Figure 1. Routed metal, one colour a layer (run 1).
The bar under the picture is 50 um long.
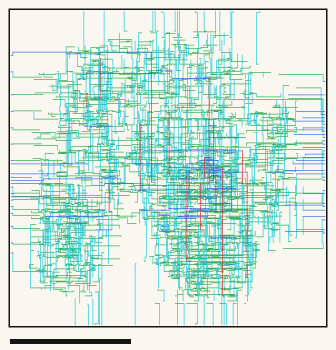
Figure 2. Track usage over the die (run 1).
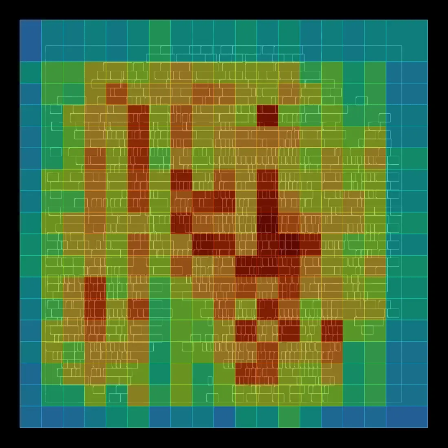
Figure 3. Sequential cells coloured by netlist name (run 1).
The bar under the picture is 50 um long. Other sequential cells in the stronger grey, the rest of the logic in the fainter grey.
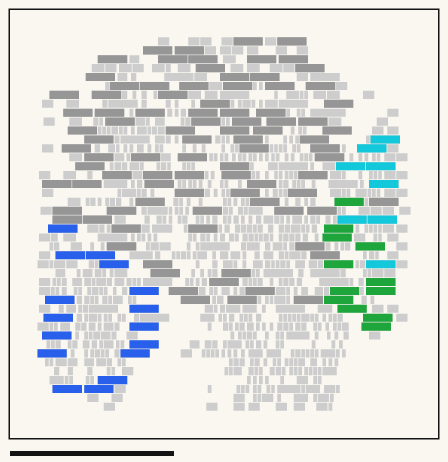
[src/rtl/frame_buffer_wr.sv]
// Writes inbound frames into a circular BRAM and commits only clean frames; there is no backpressure, so overflow or error frames are dropped and rewound.
// Latency: the BRAM write follows its beat by 1 cycle, and the commit pulse follows the last write by 1 cycle.
module frame_buffer_wr #(
    parameter int DATA_W = 8,
    parameter int ADDR_W = 12
) (
    input  logic              clk,
    input  logic              rst,
    input  logic              s_valid_i,
    input  logic [DATA_W-1:0] s_data_i,
    input  logic              s_last_i,
    input  logic              s_err_i,
    input  logic [ADDR_W-1:0] rd_ptr_i,
    output logic              wr_en_o,
    output logic [DATA_W-1:0] wr_data_o,
    output logic [ADDR_W-1:0] wr_addr_o,
    output logic              commit_valid_o,
    output logic [ADDR_W-1:0] commit_ptr_o,
    output logic [ADDR_W-1:0] commit_len_o,
    output logic [15:0]       drop_cnt_o
);

    typedef enum logic [1:0] {
        ST_IDLE    = 2'd0,
        ST_WRITE   = 2'd1,
        ST_DISCARD = 2'd2
    } state_t;

    state_t              state_q, state_d;
    logic [ADDR_W-1:0]   wr_ptr_q, wr_ptr_d;
    logic [ADDR_W-1:0]   frm_start_q, frm_start_d;
    logic [ADDR_W-1:0]   len_q, len_d;
    logic                err_q, err_d;
    logic                wr_en_q, wr_en_d;
    logic [DATA_W-1:0]   wr_data_q, wr_data_d;
    logic [ADDR_W-1:0]   wr_addr_q, wr_addr_d;
    logic                cmt_pend_q, cmt_pend_d;
    logic [ADDR_W-1:0]   cmt_ptr_pend_q, cmt_ptr_pend_d;
    logic [ADDR_W-1:0]   cmt_len_pend_q, cmt_len_pend_d;
    logic                commit_valid_q, commit_valid_d;
    logic [ADDR_W-1:0]   commit_ptr_q, commit_ptr_d;
    logic [ADDR_W-1:0]   commit_len_q, commit_len_d;
    logic [15:0]         drop_cnt_q, drop_cnt_d;

    logic [ADDR_W-1:0]   used;
    logic                full;
    logic                frame_bad;
    logic                drop_inc;
    logic [ADDR_W-1:0]   wr_ptr_inc;

    // One slot stays empty so wr_ptr == rd_ptr_i always means empty, never full.
    assign used       = wr_ptr_q - rd_ptr_i;
    assign full       = (used == {ADDR_W{1'b1}});
    assign frame_bad  = err_q | s_err_i;
    assign wr_ptr_inc = wr_ptr_q + 1'b1;

    always_comb begin
        state_d        = state_q;
        wr_ptr_d       = wr_ptr_q;
        frm_start_d    = frm_start_q;
        len_d          = len_q;
        err_d          = err_q;
        wr_en_d        = 1'b0;
        wr_data_d      = wr_data_q;
        wr_addr_d      = wr_addr_q;
        cmt_pend_d     = 1'b0;
        cmt_ptr_pend_d = cmt_ptr_pend_q;
        cmt_len_pend_d = cmt_len_pend_q;
        commit_valid_d = cmt_pend_q;
        commit_ptr_d   = commit_ptr_q;
        commit_len_d   = commit_len_q;
        drop_inc       = 1'b0;

        if (cmt_pend_q) begin
            commit_ptr_d = cmt_ptr_pend_q;
            commit_len_d = cmt_len_pend_q;
        end

        if (s_valid_i) begin
            unique case (state_q)
                ST_IDLE, ST_WRITE: begin
                    if (full) begin
                        // No room: rewind to the frame start and drop the rest of the frame.
                        wr_ptr_d = frm_start_q;
                        len_d    = '0;
                        err_d    = 1'b0;
                        if (s_last_i) begin
                            drop_inc = 1'b1;
                            state_d  = ST_IDLE;
                        end else begin
                            state_d  = ST_DISCARD;
                        end
                    end else if (s_last_i) begin
                        len_d = '0;
                        err_d = 1'b0;
                        state_d = ST_IDLE;
                        if (frame_bad) begin
                            wr_ptr_d = frm_start_q;
                            drop_inc = 1'b1;
                        end else begin
                            wr_en_d        = 1'b1;
                            wr_data_d      = s_data_i;
                            wr_addr_d      = wr_ptr_q;
                            wr_ptr_d       = wr_ptr_inc;
                            frm_start_d    = wr_ptr_inc;
                            cmt_pend_d     = 1'b1;
                            cmt_ptr_pend_d = wr_ptr_inc;
                            cmt_len_pend_d = len_q + 1'b1;
                        end
                    end else begin
                        wr_en_d   = 1'b1;
                        wr_data_d = s_data_i;
                        wr_addr_d = wr_ptr_q;
                        wr_ptr_d  = wr_ptr_inc;
                        len_d     = len_q + 1'b1;
                        err_d     = frame_bad;
                        state_d   = ST_WRITE;
                    end
                end
                ST_DISCARD: begin
                    if (s_last_i) begin
                        drop_inc = 1'b1;
                        state_d  = ST_IDLE;
                    end
                end
                default: begin
                    state_d = ST_IDLE;
                end
            endcase
        end

        drop_cnt_d = drop_cnt_q;
        if (drop_inc && (drop_cnt_q != 16'hFFFF)) begin
            drop_cnt_d = drop_cnt_q + 16'd1;
        end
    end

    always_ff @(posedge clk or posedge rst) begin
        if (rst) begin
            state_q        <= ST_IDLE;
            wr_ptr_q       <= '0;
            frm_start_q    <= '0;
            len_q          <= '0;
            err_q          <= 1'b0;
            wr_en_q        <= 1'b0;
            wr_data_q      <= '0;
            wr_addr_q      <= '0;
            cmt_pend_q     <= 1'b0;
            cmt_ptr_pend_q <= '0;
            cmt_len_pend_q <= '0;
            commit_valid_q <= 1'b0;
            commit_ptr_q   <= '0;
            commit_len_q   <= '0;
            drop_cnt_q     <= '0;
        end else begin
            state_q        <= state_d;
            wr_ptr_q       <= wr_ptr_d;
            frm_start_q    <= frm_start_d;
            len_q          <= len_d;
            err_q          <= err_d;
            wr_en_q        <= wr_en_d;
            wr_data_q      <= wr_data_d;
            wr_addr_q      <= wr_addr_d;
            cmt_pend_q     <= cmt_pend_d;
            cmt_ptr_pend_q <= cmt_ptr_pend_d;
            cmt_len_pend_q <= cmt_len_pend_d;
            commit_valid_q <= commit_valid_d;
            commit_ptr_q   <= commit_ptr_d;
            commit_len_q   <= commit_len_d;
            drop_cnt_q     <= drop_cnt_d;
        end
    end

    assign wr_en_o        = wr_en_q;
    assign wr_data_o      = wr_data_q;
    assign wr_addr_o      = wr_addr_q;
    assign commit_valid_o = commit_valid_q;
    assign commit_ptr_o   = commit_ptr_q;
    assign commit_len_o   = commit_len_q;
    assign drop_cnt_o     = drop_cnt_q;

endmodule

[config.mk]
export PLATFORM = sky130hd
export DESIGN_NAME = frame_buffer_wr
export DESIGN_NICKNAME = d
export VERILOG_FILES = /design/src/rtl/frame_buffer_wr.sv
export SDC_FILE = /design/constraint.sdc
export NUM_CORES = 1
export LEC_CHECK = 0
export ABC_AREA = 1
export CAP_MARGIN = 10
export CORE_MARGIN = 8
export CORE_UTILIZATION = 50
export DETAILED_ROUTE_END_ITERATION = 7
export PLACE_DENSITY = 0.85
export SLEW_MARGIN = 20
export SYNTH_ARGS = -nofsm -noshare
export SYNTH_HDL_FRONTEND = slang
export SYNTH_SLANG_ARGS = --single-unit
export TNS_END_PERCENT = 20
[constraint.sdc]
create_clock -name clk -period 5.1 [get_ports clk]
set_clock_uncertainty 0.1 [all_clocks]
set_input_delay 1.02 -clock clk [delete_from_list [all_inputs] [get_ports clk]]
set_output_delay 1.02 -clock clk [all_outputs]
set_load 0.01 [all_outputs]
==> tab_implementation.tex, run 1 <==
% Synthesis and place-and-route results
\begin{tabular}{lr}
\hline
Metric & Value \\
\hline
\multicolumn{2}{l}{\textbf{Status}} \\
Result of the run & complete, no violations \\
\multicolumn{2}{l}{\textbf{Floorplanning}} \\
Placement row count & 42 \\
X dimension of the die & about 130 um \\
Y dimension of the die & about 130 um \\
\multicolumn{2}{l}{\textbf{Logic synthesis}} \\
Distinct cells, synth & 33 \\
FF+latch count, synth & $\sim$130 \\
Cell type with the largest total area after synthesis & dfrtp\_1 \\
Ranking of synthesized cells by area & dfrtp\_1, nand2\_1, inv\_1 \\
Dominant register cell & dfrtp\_1 \\
Ys cells & between 800 and 900 \\
Yosys synthesis chip area & around 0.0066 mm2 \\
Most popular library cell in the synthesized design by count & nand2\_1 \\
Synthesized-area fraction occupied by adder cells & 0.02971 \\
Synth warnings & 0 \\
And-or/or-and share of the synthesized area & 0.05713 \\
\multicolumn{2}{l}{\textbf{GRT}} \\
Vias in the first global route & $\sim$5500 \\
Initial antenna violation count & 0 \\
\multicolumn{2}{l}{\textbf{Clocking}} \\
Buffers inserted by post-CTS timing repair & 0 \\
Maximum clock path buffer count & 2 \\
CTS H-tree lvls & 4 \\
Root Buffer Master & clkbuf\_16 \\
Cts hold-fix bufs & 0 \\
\multicolumn{2}{l}{\textbf{Final layout}} \\
Flip-flop count of the largest register, all copies and words added & 16 \\
Number of nets in the layout & approximately 940 \\
Most common logic cells in the final layout & nand2\_1, dfrtp\_1, inv\_1 \\
\multicolumn{2}{l}{\textbf{Pwr}} \\
Top power group & sequential cells \\
Total design power & between 3 and 4 mW \\
Internal Power & 2.251 mW \\
Logic gate share of total power & 0.277 \\
Net switching power of the design & 1.089 mW \\
Part of the total power dissipated in the clock network & 0.328 \\
\multicolumn{2}{l}{\textbf{Place}} \\
Detail Placement HPWL & 10920 um \\
Cell area after placement & $\sim$0.0076 mm2 \\
Post-placement cell count & 1053 \\
\multicolumn{2}{l}{\textbf{Run}} \\
OpenROAD warnings & 26 \\
\multicolumn{2}{l}{\textbf{Timing}} \\
Number of setup violations in the final report & 0 \\
Post-route worst setup slack & $\sim$1300 ps \\
Setup repair after global routing missed its margin & no \\
Tmin final & 3834 ps \\
\multicolumn{2}{l}{\textbf{Setup path}} \\
Worst path top cell family by delay & simple AND/OR/NAND/NOR gates \\
Category of the critical setup timing path & input port to register \\
Cell mode on critical path & nand2\_1 \\
Critical path launch point & rd\_ptr\_i[0] \\
Slowest stage cell on the critical path & clkdlybuf4s50\_1 \\
\multicolumn{2}{l}{\textbf{Routing}} \\
DRC violations left & 0 \\
\multicolumn{2}{l}{\textbf{Min path}} \\
Hold path cells & 2 \\
\hline
\end{tabular}
Notes on Figure 1 above:
legend:
  M1:
    colour: green
    wire_length: 6820 um
  M4:
    colour: red
    wire_length: 422 um
  M3:
    colour: blue
    wire_length: 959 um
  M2:
    colour: cyan
    wire_length: 7150 um
routed length per placed instance: 14.16 um
global-route usage over all layers: 0.1921
number of vias after detailed routing: 5540
total length of routed wires: 15350 um

Notes on Figure 2 above:
global routing met2 resource utilization: 0.3071
Util after Layout: 0.6221
M3 GR Usage: 0.05276

Notes on Figure 3 above:
legend:
  `wr_data_o`:
    colour: cyan
    placed_flops: 8
    where: middle right
  `drop_cnt_o`:
    colour: blue
    placed_flops: 16
  `wr_addr_o`:
    colour: green
    placed_flops: 12
not coloured: 90
Seq area share: 0.3889
power consumed by sequential cells: 1.32 mW
register cell area after layout: 0.003153 mm2

==> run 1: area by class of cell <==
class	instances	area, um2	share of cell area
Timing Repair Buffer	90	903.4	0.1114
Tap cell	176	220.2	0.02716
Inverter	101	381.6	0.04707
Multi-Input combinational cell	560	2918	0.3599
Clock inverter	11	95.09	0.01173
Sequential cell	126	3153	0.3889
Clock buffer	20	436.7	0.05386
==> run 1: layer usage <==
metal / vias to the layer above / wire, um / GRT usage
li1: 2742 / - / -
met1: 2580 / 6817 / 0.2412
met2: 180 / 7152 / 0.3071
met3: 38 / 959 / 0.05276
met4: 0 / 422 / 0.08035
met5: - / 0 / 0
Figure 4. Logic cells by family (run 1).
The bar under the picture is 50 um long.
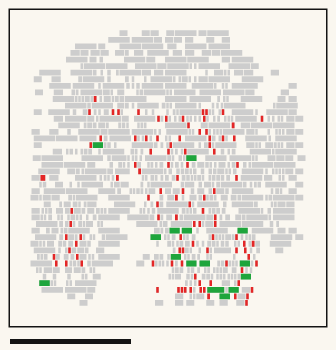

## Run 2: what changed since run 1
Clock period 5.1 ns to 4.01 ns, I/O delays scaled along.
Figure 5. Logic cells by family (run 2).
The bar under the picture is 50 um long.
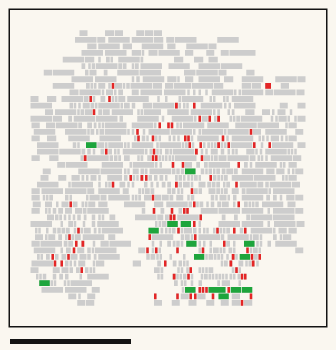
legend:
  inv cells:
    colour: red
    cells: 101
  fa/ha/maj cells:
    colour: green
    cells: 15

Figure 6. Track usage over the die (run 2).
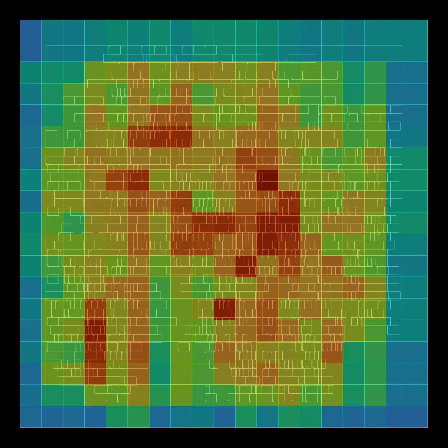
Util after Layout: 0.6298
global routing met2 resource utilization: 0.2955

==> run 2 against run 1 <==
  * Clock power rose by 31%
  * Setup slack lost 640 ps
  * Count of clock-buffer cells in the layout down 1
  * Combinational power up 28%
  * Power grew 28%
  * Sequential power is 27% higher
  * Cell area increased by 1.2%
  * Synthesized area unchanged
  * Cell count is 0.74% higher
  * Non-clock buffer count rose by 7
  * Critical path depth is the same
  * Highest routed layer unchanged
==> tab_implementation.tex, run 2 <==
% Synthesis and place-and-route results
\begin{tabular}{lr}
\hline
Metric & Value \\
\hline
\multicolumn{2}{l}{\textbf{Logic synthesis}} \\
Synthesized-area fraction occupied by adder cells & 0.02971 (unchanged) \\
And-or/or-and share of the synthesized area & 0.05713 (unchanged) \\
Ranking of synthesized cells by area & dfrtp\_1, nand2\_1, inv\_1 \\
Ys cells & 811 (unchanged) \\
Distinct cells, synth & 33 (unchanged) \\
Cell type with the largest total area after synthesis & dfrtp\_1 \\
Most popular library cell in the synthesized design by count & nand2\_1 \\
\multicolumn{2}{l}{\textbf{Timing}} \\
Tmin final & 3385 ps \\
Number of setup violations in the final report & 0 (unchanged) \\
Post-route worst setup slack & 625.3 ps (-640.8 ps) \\
\multicolumn{2}{l}{\textbf{Floorplanning}} \\
Y dimension of the die & 130.6 um (unchanged) \\
\multicolumn{2}{l}{\textbf{Clocking}} \\
CTS H-tree lvls & 4 (unchanged) \\
Buffers inserted by post-CTS timing repair & 0 (unchanged) \\
Maximum clock path buffer count & 2 (unchanged) \\
Cts hold-fix bufs & 0 (unchanged) \\
\multicolumn{2}{l}{\textbf{Routing}} \\
DRC violations left & 0 (unchanged) \\
Total length of routed wires & 14900 um (-3.0\%) \\
Met3 WL post-DR & 960 um (+0.10\%) \\
Met2 WL post-DR & 6966 um (-2.6\%) \\
Routed length per placed instance & 13.64 um (-3.7\%) \\
Number of vias after detailed routing & 5494 (-0.83\%) \\
\multicolumn{2}{l}{\textbf{GRT}} \\
Initial antenna violation count & 0 (unchanged) \\
Most utilized layer in the global route result & met2 \\
Vias in the first global route & 5244 (-4.4\%) \\
\multicolumn{2}{l}{\textbf{Final layout}} \\
Count of plain and timing-repair buffers & 97 (+7.8\%) \\
Clock network area share & 0.06829 (+0.002706) \\
Leading cell category by total area & flip-flops and latches \\
Multi-In Gates & 560 (unchanged) \\
Non-clock buffer share of cell area & 0.1195 (+0.008093) \\
Number of flip-flops and latches & 126 (unchanged) \\
Combinational gate area & 0.002910 mm2 (-0.26\%) \\
Logic share of the area & 0.3546 (-0.005303) \\
Flip-flop count of the largest register, all copies and words added & 16 (unchanged) \\
Clock buffers & 19 (-5.0\%) \\
\multicolumn{2}{l}{\textbf{Pwr}} \\
Power consumed by sequential cells & 1.67 mW (+27\%) \\
Internal Power & 2.894 mW (+29\%) \\
Total design power & 4.290 mW (+28\%) \\
Top power group & sequential cells \\
\multicolumn{2}{l}{\textbf{Run}} \\
OpenROAD warnings & 26 (unchanged) \\
\multicolumn{2}{l}{\textbf{Setup path}} \\
Slowest stage cell on the critical path & clkdlybuf4s50\_1 \\
Worst path top cell family by delay & simple AND/OR/NAND/NOR gates \\
Category of the critical setup timing path & input port to register \\
\multicolumn{2}{l}{\textbf{Status}} \\
Result of the run & complete, no violations \\
\hline
\end{tabular}
==> run 2: cell types whose count changed in the layout (fill, tap and decap cells not counted), sizes merged <==
cell      delta
clkinvlp     +3
inv          -1
clkbuf       -1
buf          +7
==> run 2: path summary, 6_finish.rpt <==
path	slack [ps]	depth (start not counted)	from	to
min reg2reg	370	2	wr_data_o[1]	wr_data_o[1]
min	370	2	wr_data_o[1]	wr_data_o[1]
max	630	18	rd_ptr_i[0]	frm_start_q[6]
max reg2reg	780	18	wr_ptr_q[0]	frm_start_q[6]
min in group asynchronous	840	2	rst	commit_ptr_o[3]
max in group asynchronous	2190	3	rst	wr_data_o[7]
==> run 2: tightest hold or removal path: stages (launching register included) <==
cell and delay (ps):
dfrtp_1 340, nand2_1 50, nand2_1 50
Power is estimated from default activity; no workload was simulated.
